### config.mk
export PLATFORM = sky130hd
export DESIGN_NAME = qspi_rx_deser
export DESIGN_NICKNAME = d
export VERILOG_FILES = /design/src/rtl/qspi_rx_deser.sv
export SDC_FILE = /design/constraint.sdc
export NUM_CORES = 1
export LEC_CHECK = 0
export ABC_AREA = 1
export CAP_MARGIN = 20
export CELL_PAD_IN_SITES_DETAIL_PLACEMENT = 0
export CELL_PAD_IN_SITES_GLOBAL_PLACEMENT = 1
export CORE_MARGIN = 4
export CORE_UTILIZATION = 41
export DETAILED_ROUTE_END_ITERATION = 16
export PLACE_DENSITY_LB_ADDON = 0.1
export SYNTH_ARGS = -nofsm -noshare
export SYNTH_HDL_FRONTEND = slang
export SYNTH_SLANG_ARGS = --single-unit
### constraint.sdc
create_clock -name clk_i -period 3.65 [get_ports clk_i]
set_clock_uncertainty 0.15 [all_clocks]
set_input_delay 0.365 -clock clk_i [delete_from_list [all_inputs] [get_ports clk_i]]
set_output_delay 0.365 -clock clk_i [all_outputs]
set_load 0.01 [all_outputs]
### src/rtl/qspi_rx_deser.sv
// Quad SPI receive deserialiser: packs 1/2/4 lane bits per sample strobe into a 1..DATA_W/8 byte word.
// Latency: word and done pulse appear 1 cycle after the final sample; no backpressure, strobes are consumed as they arrive.
module qspi_rx_deser #(
  parameter int DATA_W = 32,
  parameter int CNT_W  = $clog2(DATA_W + 1)
) (
  input  logic                               clk_i,
  input  logic                               rst_ni,
  input  logic                               start_i,
  input  logic [1:0]                         mode_i,
  input  logic                               msb_first_i,
  input  logic [$clog2(DATA_W/8+1)-1:0]      len_i,
  input  logic                               sample_i,
  input  logic [3:0]                         qsd_i,
  input  logic                               abort_i,
  output logic                               busy_o,
  output logic                               done_o,
  output logic                               err_o,
  output logic [DATA_W-1:0]                  data_o
);

  localparam int LEN_W = $clog2(DATA_W/8+1);

  typedef enum logic {IDLE, SHIFT} state_e;

  state_e              state_q, state_d;
  logic [1:0]          mode_q, mode_d;
  logic                msb_q, msb_d;
  logic [CNT_W-1:0]    tgt_q, tgt_d;
  logic [CNT_W-1:0]    cnt_q, cnt_d;
  logic [DATA_W-1:0]   shreg_q, shreg_d;
  logic [DATA_W-1:0]   data_q, data_d;
  logic                done_q, done_d;
  logic                err_q, err_d;

  logic [CNT_W-1:0]    k;
  logic [3:0]          lanes;
  logic [DATA_W-1:0]   lanes_ext;
  logic                start_ok;

  // Single mode reads only qsd_i[1]; mode 3 is never latched so its arm is unreachable.
  always_comb begin
    k     = CNT_W'(4);
    lanes = qsd_i;
    case (mode_q)
      2'd0: begin k = CNT_W'(1); lanes = {3'b000, qsd_i[1]}; end
      2'd1: begin k = CNT_W'(2); lanes = {2'b00, qsd_i[1:0]}; end
      default: begin k = CNT_W'(4); lanes = qsd_i; end
    endcase
    lanes_ext = DATA_W'(lanes);
  end

  assign start_ok = (mode_i != 2'd3) && (len_i != '0) && (len_i <= LEN_W'(DATA_W/8));

  always_comb begin
    state_d = state_q;
    mode_d  = mode_q;
    msb_d   = msb_q;
    tgt_d   = tgt_q;
    cnt_d   = cnt_q;
    shreg_d = shreg_q;
    data_d  = data_q;
    done_d  = 1'b0;
    err_d   = 1'b0;
    case (state_q)
      IDLE: begin
        if (start_i) begin
          if (start_ok) begin
            state_d = SHIFT;
            mode_d  = mode_i;
            msb_d   = msb_first_i;
            tgt_d   = CNT_W'(len_i) << 3;
            cnt_d   = '0;
            shreg_d = '0;
          end else begin
            err_d = 1'b1;
          end
        end
      end
      SHIFT: begin
        if (abort_i) begin
          state_d = IDLE;
        end else if (sample_i) begin
          cnt_d = cnt_q + k;
          // shreg starts cleared, so OR-ing into the free slot is an insert.
          shreg_d = msb_q ? ((shreg_q << k) | lanes_ext)
                          : (shreg_q | (lanes_ext << cnt_q));
          if (cnt_d == tgt_q) begin
            data_d  = shreg_d;
            done_d  = 1'b1;
            state_d = IDLE;
          end
        end
      end
      default: state_d = IDLE;
    endcase
  end

  always_ff @(posedge clk_i or negedge rst_ni) begin
    if (!rst_ni) begin
      state_q <= IDLE;
      mode_q  <= '0;
      msb_q   <= 1'b0;
      tgt_q   <= '0;
      cnt_q   <= '0;
      shreg_q <= '0;
      data_q  <= '0;
      done_q  <= 1'b0;
      err_q   <= 1'b0;
    end else begin
      state_q <= state_d;
      mode_q  <= mode_d;
      msb_q   <= msb_d;
      tgt_q   <= tgt_d;
      cnt_q   <= cnt_d;
      shreg_q <= shreg_d;
      data_q  <= data_d;
      done_q  <= done_d;
      err_q   <= err_d;
    end
  end

  assign busy_o = (state_q == SHIFT);
  assign done_o = done_q;
  assign err_o  = err_q;
  assign data_o = data_q;

endmodule

Cell classes on the final placement:
Scale bar: 20 um.
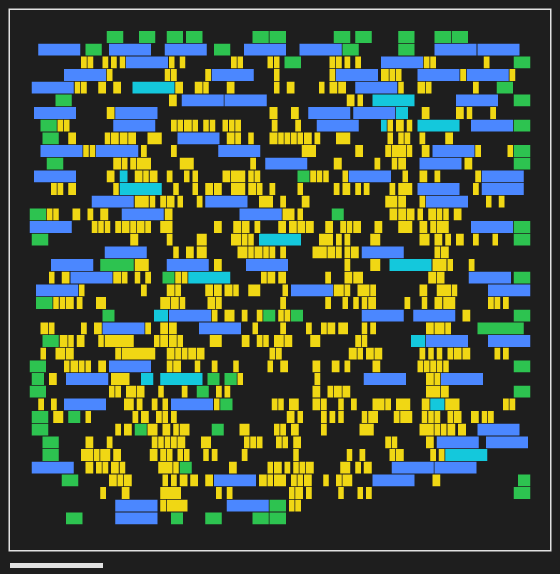
Key: cyan = clock drivers and dummy loads [cells 16]; green = other buffers and delay cells [cells 68]; yellow = all other logic [cells 563]; blue = flip-flops [cells 79]

Signal wires on met1:
Supply wires on this layer in gray.
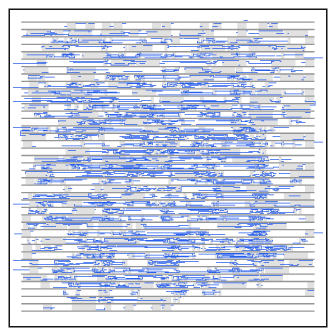
681 nets have wire on it. The wires run mostly horizontal. The longest straight run is 54.3 um. The layer carries 6,720 um of wire.

## cell families (layout without fill, tap and decap cells)
family | count (synthesis) | in the layout | share of synthesized area (%)
AOI/OAI and AO/OA | 120 | 120 | 15.1
xor gates and xnor gates | 1 | 1 | 0.183
adders and majority gates | 2 | 2 | 0.524
buffers and inverters | 102 | 147 | 9.06
DFF | 79 | 79 | 41.4
and+or+nand+nor | 377 | 377 | 33.8
## stage by stage
stage / utilization, % / cells
global placement: 47.2 / 851
global route: 49.9 / 869
CTS: 49.6 / 867
finish: 49.9 / 869
floorplan: - / 681
detailed placement: 47.2 / 851
## worst max-delay path by stage
stage                               start                      to  slack, ps  depth (start not counted)
floorplan           mode_q[1]$_DFFE_PN0P_  data_o[11]$_DFFE_PN0P_        970                         16
global placement     cnt_q[1]$_DFFE_PN0P_  data_o[12]$_DFFE_PN0P_        960                         17
detailed placement   cnt_q[1]$_DFFE_PN0P_  data_o[15]$_DFFE_PN0P_        830                         17
CTS                  cnt_q[1]$_DFFE_PN0P_  data_o[15]$_DFFE_PN0P_        820                         17
global route         cnt_q[1]$_DFFE_PN0P_  data_o[12]$_DFFE_PN0P_        540                         17
finish               cnt_q[1]$_DFFE_PN0P_  data_o[15]$_DFFE_PN0P_        860                         17
## synth_stat cells (7+ instances only)
cell type	number	share of area, %
nand4_1	14	1.8
inv_2	9	0.71
inv_1	54	4.2
o221ai_1	20	3.7
nand3_1	82	8.6
clkbuf_1	21	1.6
o21ai_0	38	4.0
a21oi_1	27	2.8
nor2_1	28	2.2
o21ai_1	15	1.6
buf_1	7	0.55
dfrtp_1	79	41
nand2_1	240	19
## cell type report
class                           count  area, sq um  area share (%)
Clock buffer                       10          229            4.02
Inverter                           63          236            4.15
Clock inverter                      6         46.3           0.812
Sequential cell                    79         1980            34.7
Tap cell                          143          179            3.14
Multi-Input combinational cell    500         2370            41.5
Timing Repair Buffer               68          666            11.7
## critical path, delay by kind of cell (launching register included)
| family | cells | cell delay [ps] |
|---|---|---|
| DFF | 1 | 470 |
| and+or+nand+nor | 11 | 1360 |
| buffers and inverters | 5 | 510 |
| adders and majority gates | 1 | 170 |
## registers in the layout (all words and copies together), names as in the netlist
register and flops:
busy_o 1, done_o 1, shreg_q 32, tgt_q 3
err_o 1, cnt_q 6, msb_q 1, mode_q 2
data_o 32
## power breakdown
group	internal [uW]	switching (uW)	leakage [uW]
clock network	464	393	0.000129
logic	602	1040	0.00163
registers	1090	179	0.00107
total	2160	1610	0.00284
## routing by layer
layer | vias to the layer above | global-route usage (%)
met4 | 0 | 9.36
met3 | 35 | 4.07
li1 | 2342 | -
met5 | - | 0
met1 | 2323 | 32.4
met2 | 188 | 38.4
==> summary.txt <==
run metrics: status=finished, final reports clean, Hold Vio Cnt, Final=0, TritonCTS clock tree=yes, crit path max fanout=33, DR vias=slightly below 5,000, Slew @ Worst Pin=700 ps, vias per cell=roughly 5.6, RSZ-0062 raised after global routing=false, fillers=1,178, global-route wire length before repair=about 25 mm, Worst Hold Slack=248 ps, CP startpoint kind=register, Die Ht=~120 um, Routed WL per cell=about 18 um, Post-DP Area=between 5000 and 6000 sq um, vias in the first global route=4,730, Reg-to-Reg Start=cnt_q[1]$_DFFE_PN0P_, core area=~11,000 sq um, Ant. Diodes=0, slowest stage delay, CP=470 ps, post-layout min period=around 2800 ps, Post-Synthesis Cells=between 600 and 700, largest net degree at the start of global routing=~80, CP arrival=2870 ps, root buf cell=clkbuf_16, final setup fails=0, final wirelength=15.3 mm, Fmax=359 MHz, Top Layout Cells=240 x nand2_1, 82 x nand3_1, 79 x dfrtp_1, Worst R2R Path Depth=17, share of cells above drive strength 1=under 10%, clk slew on worst S/H paths=60 ps, Num CTS Buffers=9, commonest register cell after synthesis=dfrtp_1, clk ins delay skew pair=approximately 350 ps, met3 WL=908 um, H-tree depth=3, final global-route overflow total=0, maxcap violations=0, Starting Density=41.8%, number of enable flip-flop cells=0, distinct lib cells=34, CP max stage cell=dfrtp_1, Hold-fix buffers, CTS=0, Critical R2R Capture=data_o[15]$_DFFE_PN0P_, # Post-CTS Setup Buffers=0, Setup Slack @ Placement=~830 ps, Final period util=between 70% and 80%, initial antenna violation count=0, Synth Cell Area=4780 sq um, Power Dens Cells=~660 nW/um^2, Final Slew Violations=0, HP Class=in -> async, wire length on met2=roughly 7.3 mm, fin worst setup slack=about 860 ps, internal reg-to-reg setup slack=approximately 860 ps, initial DRC count=~420, Leak=roughly 0.0028 uW, CP required=~3700 ps, row count=39, overall global routing resource usage=between 20% and 30%, Ys Warns=0, asr flop ratio synth=100%, crit path cell chain=inv_1 -> nand2_1 -> nand2_1 -> inv_2 -> ha_1 -> inv_1 -> nand3_1 -> nand2_1 -> nand2_1 -> nand3b_1 -> inv_2 -> nor2_2 -> nand2_4 -> inv_2 -> nand3_4 -> nand2_1 -> nand2_1, Chip Area=between 10,000 and 15,000 sq um, IO Count=approximately 50, Final ANT Viol Nets=0, Seq share, synth=a little over 40%, post-cts sizing count=0, YS chip area=between 4000 and 5000 sq um, Die W=roughly 120 um, DRT met1 WL=just under 7 mm, Post-Syn Area per Cell=approximately 7 sq um, GPL Wtd Cong=0.941, most used logic cell in the final layout=nand2_1, tool warnings=26, Worst path most repeated cell=nand2_1, Pre-Repair DR Iteration Count=5, Yosys Instances=around 680, fin area=approximately 5700 sq um
Power is estimated from default activity; no workload was simulated.
